<file path="src/rtl/lc3_control_fsm.sv">
// lc3_control_fsm: multi-cycle LC-3 sequencer owning PC, IR and NZP.
// Walks each instruction through FETCH/DECODE/EXEC and optional MEM/WB.
module lc3_control_fsm #(
  parameter logic [15:0] RESET_PC = 16'h3000
) (
  input  logic        CLK,
  input  logic        RST_N,
  input  logic        MEM_RDY,
  input  logic [15:0] MEM_RDATA,
  input  logic [15:0] Y,
  input  logic [2:0]  NPZ_IN,
  input  logic [15:0] RS2_DATA,
  output logic        MEM_REQ,
  output logic        MEM_WE,
  output logic [15:0] MEM_ADDR,
  output logic [15:0] MEM_WDATA,
  output logic [15:0] PC,
  output logic [15:0] IR,
  output logic [2:0]  ALU_CONTROL,
  output logic        ALU_MuxA,
  output logic [2:0]  ALU_MuxB,
  output logic [2:0]  RS1_ADDR,
  output logic [2:0]  RS2_ADDR,
  output logic [2:0]  RF_WADDR,
  output logic        RF_WE,
  output logic [15:0] RF_WDATA,
  output logic [2:0]  NPZ,
  output logic        INSTR_DONE,
  output logic        HALT
);

  localparam logic [2:0] ALU_OP_ADD   = 3'b000;
  localparam logic [2:0] ALU_OP_AND   = 3'b001;
  localparam logic [2:0] ALU_OP_NOT   = 3'b010;
  localparam logic [2:0] ALU_OP_PASSA = 3'b011;

  localparam logic [2:0] MUXB_RS2  = 3'b000;
  localparam logic [2:0] MUXB_IMM5 = 3'b100;
  localparam logic [2:0] MUXB_OFF9 = 3'b110;

  typedef enum logic [2:0] {
    S_FETCH,
    S_DECODE,
    S_EXEC,
    S_MEM,
    S_WB,
    S_HALT
  } state_t;

  state_t      state_q, state_d;
  logic [15:0] pc_q, pc_d;
  logic [15:0] ir_q, ir_d;
  logic [2:0]  npz_q, npz_d;
  logic [15:0] mar_q, mar_d;
  logic [15:0] mdr_q, mdr_d;

  logic        mem_req, mem_we, rf_we, done, halt;
  logic [15:0] mem_addr, mem_wdata, rf_wdata;
  logic [2:0]  alu_ctl, alu_mxb;
  logic        alu_mxa;

  logic [3:0] opc;
  logic is_br, is_add, is_ld, is_st;
  logic is_and, is_not, is_jmp, is_lea;
  logic legal;

  assign opc    = ir_q[15:12];
  assign is_br  = (opc == 4'b0000);
  assign is_add = (opc == 4'b0001);
  assign is_ld  = (opc == 4'b0010);
  assign is_st  = (opc == 4'b0011);
  assign is_and = (opc == 4'b0101);
  assign is_not = (opc == 4'b1001);
  assign is_jmp = (opc == 4'b1100);
  assign is_lea = (opc == 4'b1110);
  assign legal  = |{is_br, is_add, is_ld, is_st,
                    is_and, is_not, is_jmp, is_lea};

  always_comb begin
    state_d   = state_q;
    pc_d      = pc_q;
    ir_d      = ir_q;
    npz_d     = npz_q;
    mar_d     = mar_q;
    mdr_d     = mdr_q;
    mem_req   = 1'b0;
    mem_we    = 1'b0;
    mem_addr  = pc_q;
    mem_wdata = 16'h0000;
    alu_ctl   = ALU_OP_ADD;
    alu_mxa   = 1'b0;
    alu_mxb   = MUXB_RS2;
    rf_we     = 1'b0;
    rf_wdata  = Y;
    done      = 1'b0;
    halt      = 1'b0;
    unique case (state_q)
      S_FETCH: begin
        mem_req = 1'b1;
        if (MEM_RDY) begin
          ir_d    = MEM_RDATA;
          pc_d    = pc_q + 16'd1;
          state_d = S_DECODE;
        end
      end
      S_DECODE: begin
        state_d = legal ? S_EXEC : S_HALT;
      end
      S_EXEC: begin
        state_d = S_FETCH;
        done    = ~(is_ld | is_st);
        unique case (1'b1)
          is_add, is_and: begin
            alu_ctl = is_and ? ALU_OP_AND : ALU_OP_ADD;
            alu_mxa = 1'b1;
            alu_mxb = ir_q[5] ? MUXB_IMM5 : MUXB_RS2;
            rf_we   = 1'b1;
            npz_d   = NPZ_IN;
          end
          is_not: begin
            alu_ctl = ALU_OP_NOT;
            alu_mxa = 1'b1;
            rf_we   = 1'b1;
            npz_d   = NPZ_IN;
          end
          is_lea: begin
            alu_mxb = MUXB_OFF9;
            rf_we   = 1'b1;
          end
          is_br: begin
            alu_mxb = MUXB_OFF9;
            if (|(ir_q[11:9] & npz_q)) pc_d = Y;
          end
          is_jmp: begin
            alu_ctl = ALU_OP_PASSA;
            alu_mxa = 1'b1;
            pc_d    = Y;
          end
          is_ld, is_st: begin
            alu_mxb = MUXB_OFF9;
            mar_d   = Y;
            state_d = S_MEM;
          end
          default: ;
        endcase
      end
      S_MEM: begin
        mem_req  = 1'b1;
        mem_addr = mar_q;
        if (is_st) begin
          mem_we    = 1'b1;
          mem_wdata = RS2_DATA;
          if (MEM_RDY) begin
            done    = 1'b1;
            state_d = S_FETCH;
          end
        end else if (MEM_RDY) begin
          mdr_d   = MEM_RDATA;
          state_d = S_WB;
        end
      end
      S_WB: begin
        rf_we    = 1'b1;
        rf_wdata = mdr_q;
        done     = 1'b1;
        state_d  = S_FETCH;
        if (mdr_q[15])              npz_d = 3'b100;
        else if (mdr_q == 16'h0000) npz_d = 3'b010;
        else                        npz_d = 3'b001;
      end
      S_HALT: begin
        halt = 1'b1;
      end
      default: state_d = S_FETCH;
    endcase
  end

  always_ff @(posedge CLK) begin
    if (!RST_N) begin
      state_q <= S_FETCH;
      pc_q    <= RESET_PC;
      ir_q    <= 16'h0000;
      npz_q   <= 3'b010;
      mar_q   <= 16'h0000;
      mdr_q   <= 16'h0000;
    end else begin
      state_q <= state_d;
      pc_q    <= pc_d;
      ir_q    <= ir_d;
      npz_q   <= npz_d;
      mar_q   <= mar_d;
      mdr_q   <= mdr_d;
    end
  end

  // Strobes are masked while reset is held so a pending request is dropped.
  assign MEM_REQ    = RST_N & mem_req;
  assign MEM_WE     = RST_N & mem_we;
  assign RF_WE      = RST_N & rf_we;
  assign INSTR_DONE = RST_N & done;
  assign HALT       = RST_N & halt;

  assign MEM_ADDR    = mem_addr;
  assign MEM_WDATA   = mem_wdata;
  assign PC          = pc_q;
  assign IR          = ir_q;
  assign ALU_CONTROL = alu_ctl;
  assign ALU_MuxA    = alu_mxa;
  assign ALU_MuxB    = alu_mxb;
  assign RS1_ADDR    = ir_q[8:6];
  assign RS2_ADDR    = is_st ? ir_q[11:9] : ir_q[2:0];
  assign RF_WADDR    = ir_q[11:9];
  assign RF_WDATA    = rf_wdata;
  assign NPZ         = npz_q;

endmodule

</file>
<file path="config.mk">
export PLATFORM = sky130hd
export DESIGN_NAME = lc3_control_fsm
export DESIGN_NICKNAME = d
export VERILOG_FILES = /design/src/rtl/lc3_control_fsm.sv
export SDC_FILE = /design/constraint.sdc
export NUM_CORES = 1
export LEC_CHECK = 0
export ABC_AREA = 1
export CORE_MARGIN = 10
export CORE_UTILIZATION = 47
export CTS_CLUSTER_DIAMETER = 30
export DETAILED_ROUTE_END_ITERATION = 8
export GPL_TIMING_DRIVEN = 0
export HOLD_SLACK_MARGIN = 0.1
export PLACE_DENSITY_LB_ADDON = 0.25
export REMOVE_ABC_BUFFERS = 1
export SYNTH_ARGS = -nofsm -noshare
export SYNTH_HDL_FRONTEND = slang
export SYNTH_SLANG_ARGS = --single-unit
</file>
<file path="constraint.sdc">
create_clock -name CLK -period 4.45 [get_ports CLK]
set_input_delay 0.89 -clock CLK [delete_from_list [all_inputs] [get_ports CLK]]
set_output_delay 0.89 -clock CLK [all_outputs]
set_load 0.02 [all_outputs]
</file>
Figure 1. Met1 routing.
Drawn at 2 px/µm.
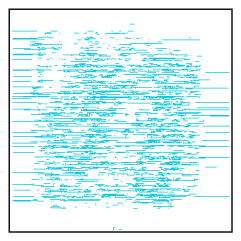
The layer holds 39% of the routed length. The layer carries 5470 µm of wire. The longest straight run is 30.8 µm. The wires run mostly horizontal. 727 nets have wire on it.

==> flow_metrics.tcl <==
# flow metrics
set metrics [dict create \
    cts_sinks 70 \
    yosys_area_mm2 0.00386 \
    synth-simple-area-share 0.290 \
    cap_violations 0 \
    layout_top_cell "clkdlybuf4s50_1" \
    tool_warnings 25 \
    drc_errors 0 \
    antenna_found_initial 0 \
    core_area_mm2 0.00809 \
    common_cells "nand2_1, o21ai_0, nor2_1" \
    nets 802 \
    ctsHoldBuffers 0 \
    ys_warn_count 0 \
    hold_ws_ns 0.471 \
    globalplace.congestion 0.911 \
    path_delay_family "buffers and inverters" \
    clockBufferDepth 2 \
    layout.area.comb_mm2 0.00197 \
    buf_share 0.276 \
    tap_cells 105 \
    ant_nets 0 \
    rsz0062_at_grt "no" \
    p_per_area_mw_per_mm2 493 \
    use_met2 0.364 \
    dieHeight_um 111 \
    intPower_uw 1600 \
    power_leader "combinational logic" \
    setup-tns-final_ns 0 \
    cp.depth 4 \
    most_common_cell "nand2_1" \
    timing.final.max_slew_violations 0 \
    fin_ws_ns 0.307 \
    hp-class "flop to flop" \
    ys_types 32 \
    cts_tree "built" \
    inverters_excl_clock 84 \
    cp.arrival_ns 3.25 \
    seqPwrFrac 0.314 \
    p_seq_uw 867 \
    hold_path_end "IR[4]$_SDFFE_PN0P_" \
    post-place-ws_ns 0.113 \
    placedInstanceArea_mm2 0.00536 \
    synthDominantCellAreaShare 0.363 \
    area_growth_pct 45.0 \
    worst_clock_skew_ns 0.0143 \
    first_global_vias 4443 \
    n_antenna_cell 0 \
    synthFlopType "dfxtp_1" \
    ys_seq_frac 0.363 \
    holdPathStages 2 \
    seq_cells 70 \
    p_sw_uw 1160 \
    worst_pin_slew_ns 0.946 \
    fillers 707 \
    cts_made_buffers 9 \
    firstDrtPassIters 5 \
    critPathLaunchType "input pin" \
    crit_path_end "HALT" \
    viasPerCell 5.32 \
    root_buffer "clkbuf_8" \
    htreeDepth 3 \
    ir_drop_v 0.000347 \
    buffers 155 \
    end_kind "output pin" \
    worstRegToRegCells 8 \
    top_layer_used "met4" \
    grt_pass1_wl_um 22400 \
    worst-path-buf-inv 3 \
    fp_util 0.477 \
    power_uw 2760 \
    ff_latch_area_mm2 0.00140 \
    timing.rr.start "state_q[1]$_SDFFE_PN0P_" \
    synth_area_mm2 0.00386 \
    status "completed" \
    nClkBuffers 11 \
    layout-drive-gt1-share 0.0465 \
    setup.worst_path.class "input pin to output pin" \
    ys_top_logic_family "simple AND/OR/NAND/NOR gates" \
    worstPathCellList "buf_2 -> clkinvlp_4 -> nor2_1 -> clkdlybuf4s50_1" \
]
Figure 2. Routing congestion map.
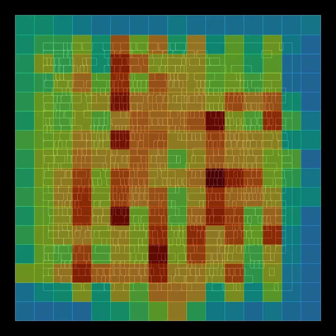
GRT busiest layer: met2
GR Util met3: 0.0915
GRT Resource Usage Total: 0.216
drt wl/cell: 16.3 µm
met1 usage: 0.243

